layer_met1.png
Drawn at 3 px/µm. Cells faint in the background.
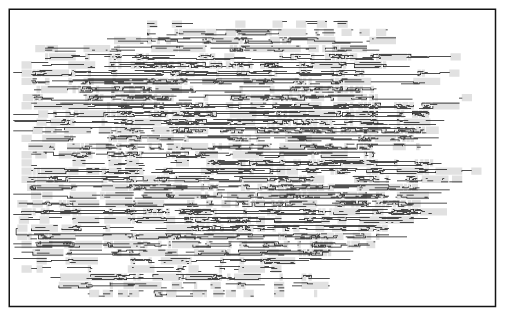
layer_met3.png
Drawn at 2 px/µm. Cells faint in the background.
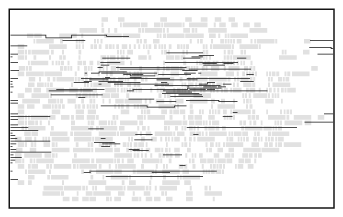
congestion.png
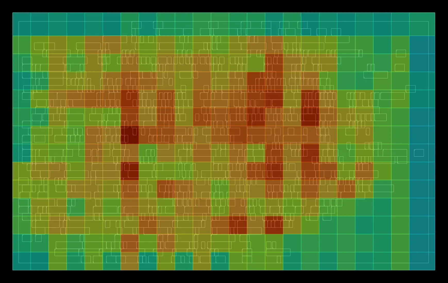
io_placement.png
Drawn at 4 px/µm. Pins as bars across the die edge, other pins in grey.
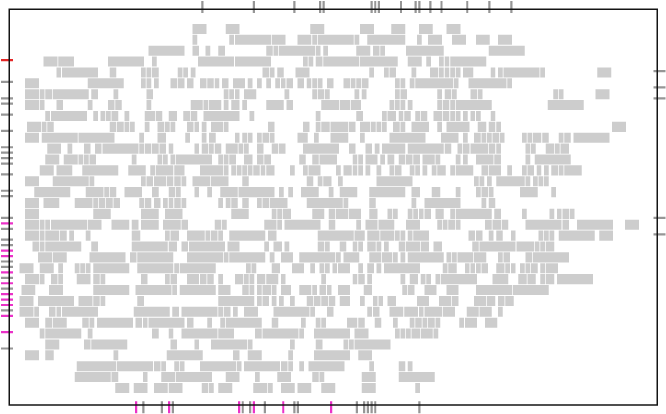
layer_met2.png
Drawn at 4 px/µm.
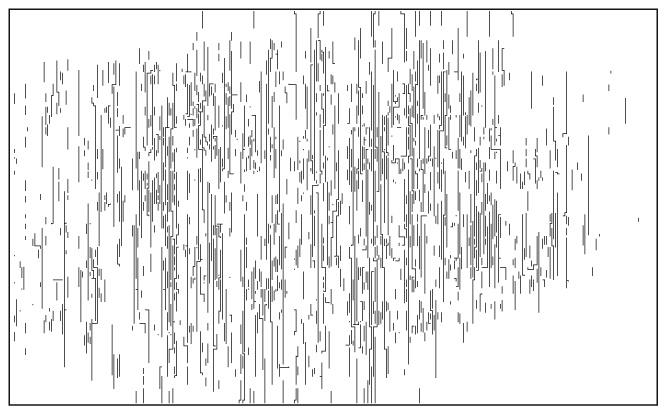
$ cat src/rtl/sink_list_reader.sv
// sink_list_reader: walks one neighbour's sink-ID list in word memory and streams it over valid/ready
module sink_list_reader #(
  parameter int WORD_WIDTH = 16,
  parameter int MAX_SINKS  = 8
) (
  input  logic                  clock,
  input  logic                  rst,
  input  logic                  start,
  input  logic [WORD_WIDTH-1:0] nbr_index,
  output logic [WORD_WIDTH-1:0] address,
  output logic                  wr_en,
  input  logic [WORD_WIDTH-1:0] data_in,
  output logic [WORD_WIDTH-1:0] out_sink_id,
  output logic                  out_valid,
  input  logic                  out_ready,
  output logic                  out_last,
  output logic                  busy,
  output logic                  done,
  output logic                  error
);
  localparam logic [WORD_WIDTH-1:0] NCNT_ADDR = WORD_WIDTH'(16'h068A);
  localparam logic [WORD_WIDTH-1:0] CNT_BASE  = WORD_WIDTH'(16'h068E);
  localparam logic [WORD_WIDTH-1:0] ID_BASE   = WORD_WIDTH'(16'h0248);
  localparam logic [WORD_WIDTH-1:0] MAX_CNT   = WORD_WIDTH'(MAX_SINKS);
  typedef enum logic [2:0] {IDLE, RD_NCNT, RD_CNT, RD_ID, EMIT} state_t;
  state_t state_q, state_d;
  logic [WORD_WIDTH-1:0] address_q, address_d, idx_q, idx_d, k_q, k_d, cnt_q, cnt_d;
  logic [WORD_WIDTH-1:0] out_sink_id_q, out_sink_id_d, row_addr, k_inc;
  logic out_valid_q, out_valid_d, out_last_q, out_last_d, done_q, done_d, error_q, error_d;
  assign row_addr    = ID_BASE + (idx_q << 4);
  assign k_inc       = k_q + 1'b1;
  assign address     = address_q;
  assign wr_en       = 1'b0;
  assign out_sink_id = out_sink_id_q;
  assign out_valid   = out_valid_q;
  assign out_last    = out_last_q;
  assign busy        = state_q != IDLE;
  assign done        = done_q;
  assign error       = error_q;
  // next-state: each read costs an address cycle then a capture cycle; done/error are single-cycle pulses
  always_comb begin
    state_d       = state_q;
    address_d     = address_q;
    idx_d         = idx_q;
    k_d           = k_q;
    cnt_d         = cnt_q;
    out_sink_id_d = out_sink_id_q;
    out_valid_d   = out_valid_q;
    out_last_d    = out_last_q;
    done_d        = 1'b0;
    error_d       = 1'b0;
    case (state_q)
      IDLE: if (start) begin
        idx_d     = nbr_index;
        address_d = NCNT_ADDR;
        state_d   = RD_NCNT;
      end
      RD_NCNT: if (idx_q >= data_in) begin
        done_d  = 1'b1;
        error_d = 1'b1;
        state_d = IDLE;
      end else begin
        address_d = CNT_BASE + (idx_q << 1);
        state_d   = RD_CNT;
      end
      RD_CNT: begin
        cnt_d = data_in;
        if (data_in > MAX_CNT || data_in == '0) begin
          done_d  = 1'b1;
          error_d = data_in != '0;
          state_d = IDLE;
        end else begin
          k_d       = '0;
          address_d = row_addr;
          state_d   = RD_ID;
        end
      end
      RD_ID: begin
        out_sink_id_d = data_in;
        out_valid_d   = 1'b1;
        out_last_d    = k_q == cnt_q - 1'b1;
        state_d       = EMIT;
      end
      EMIT: if (out_ready) begin
        out_valid_d = 1'b0;
        if (out_last_q) begin
          done_d     = 1'b1;
          out_last_d = 1'b0;
          state_d    = IDLE;
        end else begin
          k_d       = k_inc;
          address_d = row_addr + (k_inc << 1);
          state_d   = RD_ID;
        end
      end
      default: state_d = IDLE;
    endcase
  end
  // state and registered outputs; reset aborts any in-flight beat without a done pulse
  always_ff @(posedge clock or posedge rst) begin
    if (rst) begin
      state_q       <= IDLE;
      address_q     <= NCNT_ADDR;
      idx_q         <= '0;
      k_q           <= '0;
      cnt_q         <= '0;
      out_sink_id_q <= '0;
      out_valid_q   <= 1'b0;
      out_last_q    <= 1'b0;
      done_q        <= 1'b0;
      error_q       <= 1'b0;
    end else begin
      state_q       <= state_d;
      address_q     <= address_d;
      idx_q         <= idx_d;
      k_q           <= k_d;
      cnt_q         <= cnt_d;
      out_sink_id_q <= out_sink_id_d;
      out_valid_q   <= out_valid_d;
      out_last_q    <= out_last_d;
      done_q        <= done_d;
      error_q       <= error_d;
    end
  end
endmodule

$ cat config.mk
export PLATFORM = sky130hd
export DESIGN_NAME = sink_list_reader
export DESIGN_NICKNAME = d
export VERILOG_FILES = /design/src/rtl/sink_list_reader.sv
export SDC_FILE = /design/constraint.sdc
export NUM_CORES = 1
export LEC_CHECK = 0
export ABC_AREA = 1
export CAP_MARGIN = 20
export CORE_ASPECT_RATIO = 0.6
export CORE_MARGIN = 2
export CORE_UTILIZATION = 39
export CTS_CLUSTER_DIAMETER = 120
export DETAILED_ROUTE_END_ITERATION = 8
export GPL_TIMING_DRIVEN = 0
export PLACE_DENSITY_LB_ADDON = 0.25
export REMOVE_ABC_BUFFERS = 1
export SLEW_MARGIN = 20
export SYNTH_ARGS = -nofsm -noshare
export SYNTH_HDL_FRONTEND = slang
export SYNTH_SLANG_ARGS = --single-unit
$ cat constraint.sdc
create_clock -name clock -period 9.35 [get_ports clock]
set_input_delay 2.805 -clock clock [delete_from_list [all_inputs] [get_ports clock]]
set_output_delay 2.805 -clock clock [all_outputs]
set_load 0.01 [all_outputs]
==> reports/results.ini <==
[outcome]
run_status=finished, final reports clean

[layout]
buffer_area_share_pct=10.6
areaGrowthSynthToFinish_pct=21.1
sh_comb_area_pct=45.2
design_area_um2=7040
num_antenna_cells=0
drive_gt1_share_pct=6.67
n_all_buffers=73
final_cell_mix=nand2_1, inv_1, dfrtp_1

[synth]
top_cells_by_count=nand2_1, inv_1, dfrtp_1
synth-xor-area-share_pct=4.67
yosys.cell_types.count=48
top_cell_area_share_pct=34.9
synth_top_cell_by_count=nand2_1
ys.flop_type=dfrtp_1

[routing]
top_layer=met4
drt_iter0_drc=583
met1_length_mm=8.93

[sta]
rsz0062_at_grt=no
setup_viol=0
hold_viol=0
timing.final.ws_setup_ns=4.15
worstMarginPinSlew_ns=0.864
period_minus_slack_ns=5.20

[power_and_ir_drop]
p_comb_w=0.00165
finalPower_w=0.00279
clkPwrFrac_pct=13.7
p_int_w=0.00138
maxPowerGroup=combinational logic
power.leakage_nw=3.45

[die]
num_rows=34
die_w_um=162
ios=74

[clock_network]
postCtsSetupBuffers=0
cts_root_buf=clkbuf_16
ctsHoldBuffers=0
clock_insertion_delay_worst_skew_ns=0.36

[worst_setup_path]
reg2reg_from=state_q[2]$_DFFE_PP0P_
r2r_cells=6
crit_chain=clkdlybuf4s50_1, clkinv_1, ha_1, nand2_1, inv_1, nand3_1, nor3_1, nand3_1, nand3_1, nand2_1, nand2_1, inv_4, nand2_1, nand2_1
cp_slowest_cell=nand2_1
cp_max_fo=20
critPathArrivalTime_ns=5.43
critPathKind=input port to flop

[global_route]
globalRouteTotalUtil_pct=22.4
grt_pass1_vias=5121
grt_max_degree=52

[placed_design]
place_area_um2=6730
gp_congestion=0.934

[hold_path]
hold_class=flop to flop

## Picture notes: layer_met1.png
nets with wire on the layer: 859
share of all routed wire: 52%
main direction: horizontal
longest straight run: 51.1 µm
wire length on this layer: 8930 µm
Vias: 5479
routing usage on met1: 36.1%
Routed Wire Length: 17.0 mm

## Picture notes: layer_met3.png
main direction: horizontal
wire length on this layer: 1450 µm
share of all routed wire: 8.5%
met3 GRT Util: 5.30%

## Picture notes: congestion.png
M2 GR Usage: 30.1%
GRT busiest layer: met1
final core occ: 48.5%

## Picture notes: io_placement.png
| colour | port | pins | direction | edge |
|---|---|---|---|---|
| red | clock | 1 | input | left |
| magenta | out_sink_id | 16 | output | 10 left, 6 bottom |

## Picture notes: layer_met2.png
nets with wire on the layer: 702
share of all routed wire: 38%
main direction: vertical
wire length on this layer: 6540 µm
longest straight run: 48.6 µm

worst min-delay path by stage:
| stage | startpoint | endpoint | slack [ns] | cells after the start |
|---|---|---|---|---|
| floorplan | cnt_q[1]$_DFFE_PP0P_ | cnt_q[1]$_DFFE_PP0P_ | 0.45 | 2 |
| global route | address[10]$_DFFE_PP1P_ | address[10]$_DFFE_PP1P_ | 0.50 | 2 |
| finish | address[10]$_DFFE_PP1P_ | address[10]$_DFFE_PP1P_ | 0.47 | 2 |
| CTS | address[3]$_DFFE_PP1P_ | address[3]$_DFFE_PP1P_ | 0.48 | 2 |
| detailed placement | address[10]$_DFFE_PP1P_ | address[10]$_DFFE_PP1P_ | 0.47 | 2 |
| global placement | address[10]$_DFFE_PP1P_ | address[10]$_DFFE_PP1P_ | 0.46 | 2 |
